File: src/rtl/fifo_sync_prog.sv
// rtl/fifo_sync_prog.sv - single-clock FIFO: show-ahead option, programmable af/ae, level, flush
// Optional statistics outputs hwm/ovf_cnt/unf_cnt are built when FIFO_SYNC_PROG_STATS_EN is defined.
module fifo_sync_prog #(
  parameter int ADDRWIDTH = 5,
  parameter int DATAWIDTH = 18,
  parameter int FWFT      = 0
) (
  input  logic                 clk,
  input  logic                 reset,
  input  logic                 enable,
  input  logic                 flush,
  input  logic [DATAWIDTH-1:0] wr_data,
  input  logic                 we,
  output logic                 full,
  output logic                 af,
  output logic                 ovf,
  output logic [DATAWIDTH-1:0] rd_data,
  input  logic                 re,
  output logic                 ne,
  output logic                 ae,
  output logic                 unf,
  output logic [ADDRWIDTH:0]   level,
  input  logic [ADDRWIDTH:0]   af_thresh,
  input  logic [ADDRWIDTH:0]   ae_thresh
`ifdef FIFO_SYNC_PROG_STATS_EN
  ,
  output logic [ADDRWIDTH:0]   hwm,
  output logic [15:0]          ovf_cnt,
  output logic [15:0]          unf_cnt
`endif
);

  localparam int                 DEPTH      = 1 << ADDRWIDTH;
  localparam logic [ADDRWIDTH:0] DEPTH_L    = {1'b1, {ADDRWIDTH{1'b0}}};
  localparam logic [ADDRWIDTH:0] ONE        = {{ADDRWIDTH{1'b0}}, 1'b1};
  localparam bit                 SHOW_AHEAD = (FWFT != 0);

  logic [DATAWIDTH-1:0] mem_q [DEPTH];
  logic [ADDRWIDTH:0]   wr_ptr_q, wr_ptr_d;
  logic [ADDRWIDTH:0]   rd_ptr_q, rd_ptr_d;
  logic [ADDRWIDTH:0]   level_q, level_d;
  logic [DATAWIDTH-1:0] rd_data_q, rd_data_d;
  logic                 out_vld_q, out_vld_d;
  logic [ADDRWIDTH:0]   mem_cnt;
  logic                 active, wr_acc, rd_acc, mem_rd;

  // Flush wins over both requests; enable low freezes everything.
  assign active  = enable && !flush;
  assign full    = (level_q == DEPTH_L);
  assign ne      = SHOW_AHEAD ? out_vld_q : (level_q != '0);
  assign af      = (level_q >= af_thresh);
  assign ae      = (level_q <= ae_thresh);
  assign wr_acc  = active && we && !full;
  assign rd_acc  = active && re && ne;
  assign ovf     = !reset && active && we && full;
  assign unf     = !reset && active && re && !ne;
  assign mem_cnt = wr_ptr_q - rd_ptr_q;
  assign level   = level_q;
  assign rd_data = rd_data_q;

  always_comb begin
    wr_ptr_d  = wr_ptr_q;
    rd_ptr_d  = rd_ptr_q;
    rd_data_d = rd_data_q;
    out_vld_d = out_vld_q;
    mem_rd    = 1'b0;
    if (enable && flush) begin
      wr_ptr_d  = '0;
      rd_ptr_d  = '0;
      out_vld_d = 1'b0;
    end else if (enable) begin
      if (wr_acc) begin
        wr_ptr_d = wr_ptr_q + ONE;
      end
      if (SHOW_AHEAD) begin
        // Refill the output word whenever it is empty or being popped this cycle.
        mem_rd = (mem_cnt != '0) && (!out_vld_q || rd_acc);
        if (mem_rd) begin
          rd_data_d = mem_q[rd_ptr_q[ADDRWIDTH-1:0]];
          rd_ptr_d  = rd_ptr_q + ONE;
          out_vld_d = 1'b1;
        end else if (rd_acc) begin
          out_vld_d = 1'b0;
        end
      end else if (rd_acc) begin
        rd_data_d = mem_q[rd_ptr_q[ADDRWIDTH-1:0]];
        rd_ptr_d  = rd_ptr_q + ONE;
      end
    end
    level_d = (wr_ptr_d - rd_ptr_d) + {{ADDRWIDTH{1'b0}}, out_vld_d};
  end

  always_ff @(posedge clk) begin
    if (wr_acc) begin
      mem_q[wr_ptr_q[ADDRWIDTH-1:0]] <= wr_data;
    end
  end

  always_ff @(posedge clk or posedge reset) begin
    if (reset) begin
      wr_ptr_q  <= '0;
      rd_ptr_q  <= '0;
      level_q   <= '0;
      rd_data_q <= '0;
      out_vld_q <= 1'b0;
    end else begin
      wr_ptr_q  <= wr_ptr_d;
      rd_ptr_q  <= rd_ptr_d;
      level_q   <= level_d;
      rd_data_q <= rd_data_d;
      out_vld_q <= out_vld_d;
    end
  end

`ifdef FIFO_SYNC_PROG_STATS_EN
  logic [ADDRWIDTH:0] hwm_q, hwm_d;
  logic [15:0]        ovf_cnt_q, ovf_cnt_d;
  logic [15:0]        unf_cnt_q, unf_cnt_d;

  always_comb begin
    hwm_d     = hwm_q;
    ovf_cnt_d = ovf_cnt_q;
    unf_cnt_d = unf_cnt_q;
    if (enable && flush) begin
      hwm_d = '0;
    end else if (level_d > hwm_q) begin
      hwm_d = level_d;
    end
    if (ovf && (ovf_cnt_q != 16'hFFFF)) begin
      ovf_cnt_d = ovf_cnt_q + 16'd1;
    end
    if (unf && (unf_cnt_q != 16'hFFFF)) begin
      unf_cnt_d = unf_cnt_q + 16'd1;
    end
  end

  always_ff @(posedge clk or posedge reset) begin
    if (reset) begin
      hwm_q     <= '0;
      ovf_cnt_q <= '0;
      unf_cnt_q <= '0;
    end else begin
      hwm_q     <= hwm_d;
      ovf_cnt_q <= ovf_cnt_d;
      unf_cnt_q <= unf_cnt_d;
    end
  end

  assign hwm     = hwm_q;
  assign ovf_cnt = ovf_cnt_q;
  assign unf_cnt = unf_cnt_q;
`endif

endmodule

File: config.mk
export PLATFORM = sky130hd
export DESIGN_NAME = fifo_sync_prog
export DESIGN_NICKNAME = d
export VERILOG_FILES = /design/src/rtl/fifo_sync_prog.sv
export SDC_FILE = /design/constraint.sdc
export NUM_CORES = 1
export LEC_CHECK = 0
export CORE_MARGIN = 5
export CORE_UTILIZATION = 60
export CTS_CLUSTER_SIZE = 28
export DETAILED_ROUTE_END_ITERATION = 8
export PLACE_DENSITY = 0.78
export SYNTH_ARGS = -nofsm -noshare
export SYNTH_HDL_FRONTEND = slang
export SYNTH_SLANG_ARGS = --single-unit
File: constraint.sdc
create_clock -name clk -period 4.4 [get_ports clk]
set_clock_uncertainty 0.1 [all_clocks]
set_input_delay 0.66 -clock clk [delete_from_list [all_inputs] [get_ports clk]]
set_output_delay 0.66 -clock clk [all_outputs]
set_load 0.05 [all_outputs]
Fig. 1: run 1, supply network
Scale bar: 50 microns. Pins as bars on the die edge.
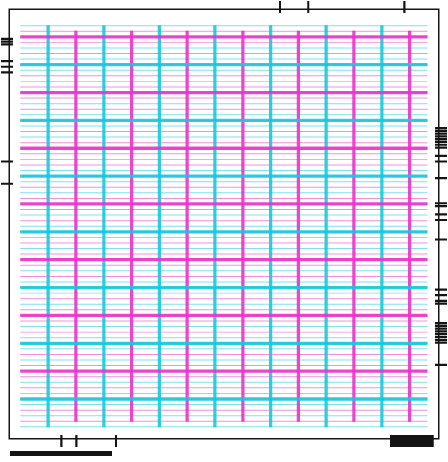
Cyan marks VSS. Magenta marks VDD.
73 met1 rails follow the rows. The core has 72 rows. 14 straps on met4.
Die Wd: 208.9 microns
maximum VDD drop: 0.3536 mV
area of the core: 38,920 sq um
Die Y: 208.9 microns

Fig. 2: run 1, cell classes on the final placement
Scale bar: 50 microns.
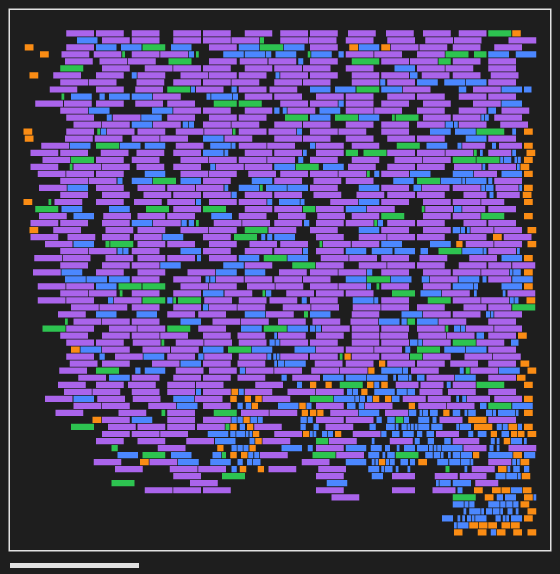
Blue marks combinational and other logic, cells 451. Purple marks sequential cells, cells 613. Orange marks remaining buffers and delay cells, cells 107. Green marks clock drivers and dummy loads, cells 103.
final core utilization: 69.40%
design area: 27,010 sq um
sequential cell area share: 67.49%
FP Rows: 72

==> CHANGELOG.md, run 1 <==
## Flow update

* Post_cts resized at 0
* Non-clock buffer area fraction after layout at 3.660%
* Max-Cap Viols at 0
* Setup_tns at 0 ns
* Final WL at 54.84 mm
* Unrepaired setup endpoints after global routing: no
* Seq share, synth at 76.75%
* Largest register FFs at 576
* Critical setup path kind: in -> out
* Worst-margin pin slew at 1.300 ns
* TritonRoute pass-1 iters at 5
* Worst EP arrival at 3.20 ns
* GR Layer Usage met3 at 4.529%
* CLK BUF at 78
* Synth area leaders: edfxtp_1, mux4_2, dfrtp_1
* Pin count of the biggest net entering global routing at 146
* Status: complete, no violations
* I/O pin count at 66
* Worst setup EP type: output pin
* # setup viols final at 0
* Antenna Violating Nets Remaining at 0
* Seq cells post-synth at 613
* Worst-path cell chain: clkdlybuf4s50_1 -> inv_1 -> ha_1 -> nor2b_1 -> o21a_1 -> o21a_1 -> o21a_1 -> o21a_1 -> o22ai_1 -> clkdlybuf4s50_1
* Worst path most repeated cell: o21a_1
* CTS tree: done
* Sequential fraction of design power at 47.6%
Fig. 3: run 1, clock wires, drivers and flops
Scale bar: 50 microns.
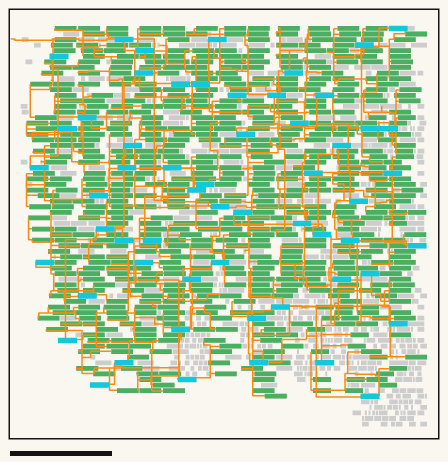
Green marks flip-flops, count 613. Cyan marks clock drivers, count 57. Orange marks clock wires, length 6,640 microns.
There are 58 routed clock nets. Position of the flops: spread over the die.
clock latency on the worst-skew pair: 0.59 ns
Clk power: 4.79 mW
Clock power frac: 34.4%

Fig. 4: run 1, routing congestion map
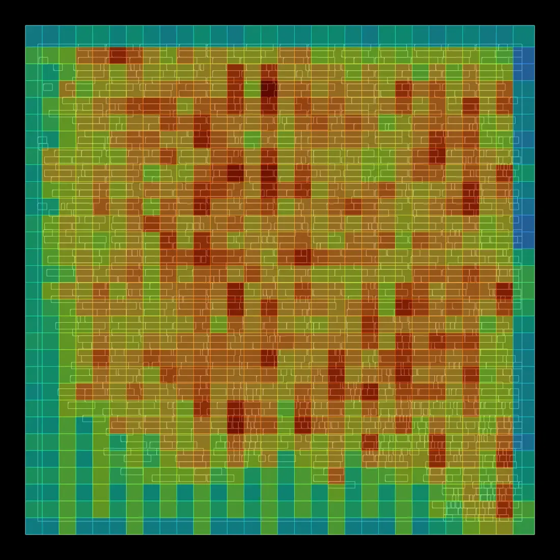

==> run 2, diff against run 1 <==
--- a/config.mk
+++ b/config.mk
@@ -5,6 +5,7 @@
 export SDC_FILE = /design/constraint.sdc
 export NUM_CORES = 1
 export LEC_CHECK = 0
+export CAP_MARGIN = 20
 export CORE_MARGIN = 5
 export CORE_UTILIZATION = 60
 export CTS_CLUSTER_SIZE = 28
Fig. 5: run 2, routing congestion map
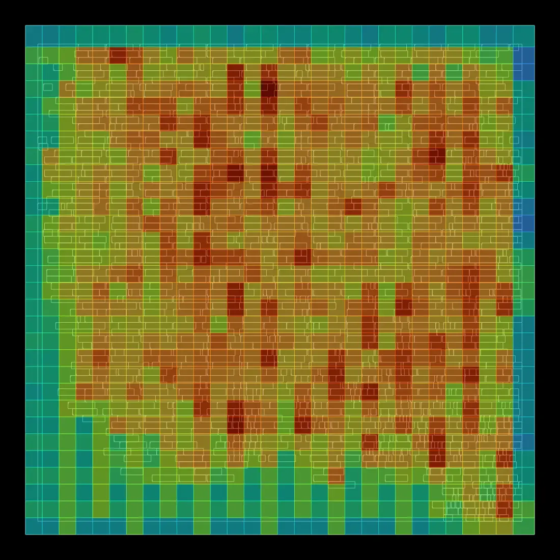
met1 Usage GRT: 36.39%
Tot GR Track Use: 25.55%

==> run 2 against run 1 <==
Compared with the run above:
- synthesized cell count unchanged
- sequential share of layout area decreased by 1.0 points
- largest power group unchanged
- routed wire length increased by 2.0%
- critical endpoint unchanged
- combinational power up 2%
- count of clock-buffer cells in the layout did not move
==> CHANGELOG.md, run 2 <==
## Flow update

* Setup_tns at 0 ns (unchanged)
* Final WL at 55.92 mm (+2.0%)
* Die Y at 208.9 microns (unchanged)
* Seq cells post-synth at 613 (unchanged)
* Critical setup path kind: in -> out
* Worst-path cell chain: clkdlybuf4s50_1 -> inv_1 -> ha_1 -> nor2b_1 -> o21a_1 -> o21a_1 -> o21a_1 -> o21a_1 -> o22ai_1 -> clkdlybuf4s50_1
* Antenna Violating Nets Remaining at 0 (unchanged)
* Area of the core at 38,920 sq um (unchanged)
* CTS tree: done
* Post_cts resized at 0 (unchanged)
* CLK BUF at 78 (unchanged)
* Worst setup EP type: output pin
* Unrepaired setup endpoints after global routing: no
* Clk power at 4.80 mW (about the same)
* # setup viols final at 0 (unchanged)
* Non-clock buffer area fraction after layout at 5.097% (+1.4 points)
* Sequential cell area share at 66.49% (-1.0 points)
* Worst path most repeated cell: o21a_1
* Status: complete, no violations
* Worst EP arrival at 3.20 ns (about the same)
* I/O pin count at 66 (unchanged)
* FP Rows at 72 (unchanged)
* Synth area leaders: edfxtp_1, mux4_2, dfrtp_1
* Worst-margin pin slew at 0.9731 ns (-0.3264 ns)
* Worst hold start: out_vld_q$_DFF_PP0_
* Clock latency on the worst-skew pair at 0.58 ns (about the same)
* Synth logic family: multiplexers
* Largest register FFs at 576 (unchanged)
* Max-Cap Viols at 0 (unchanged)
* Maximum VDD drop at 0.3355 mV (-5.1%)
Fig. 6: run 2, cell classes on the final placement
Scale bar: 50 microns.
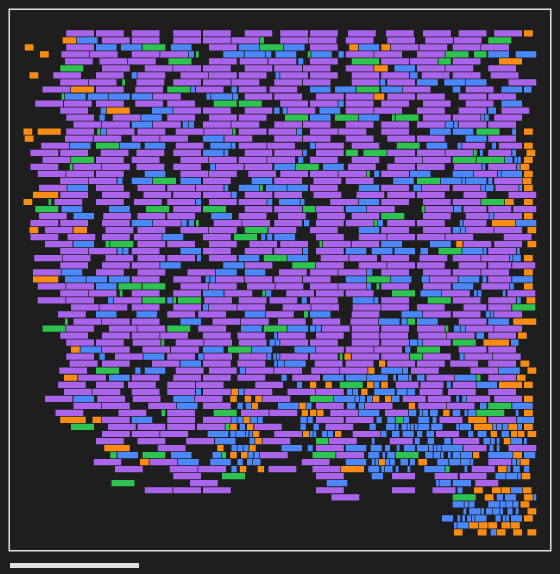
Blue marks combinational and other logic, cells 451. Orange marks remaining buffers and delay cells, cells 125. Purple marks sequential cells, cells 613. Green marks clock drivers and dummy loads, cells 103.
design area: 27,420 sq um
final core utilization: 70.45%

Power and IR drop assume default switching activity.
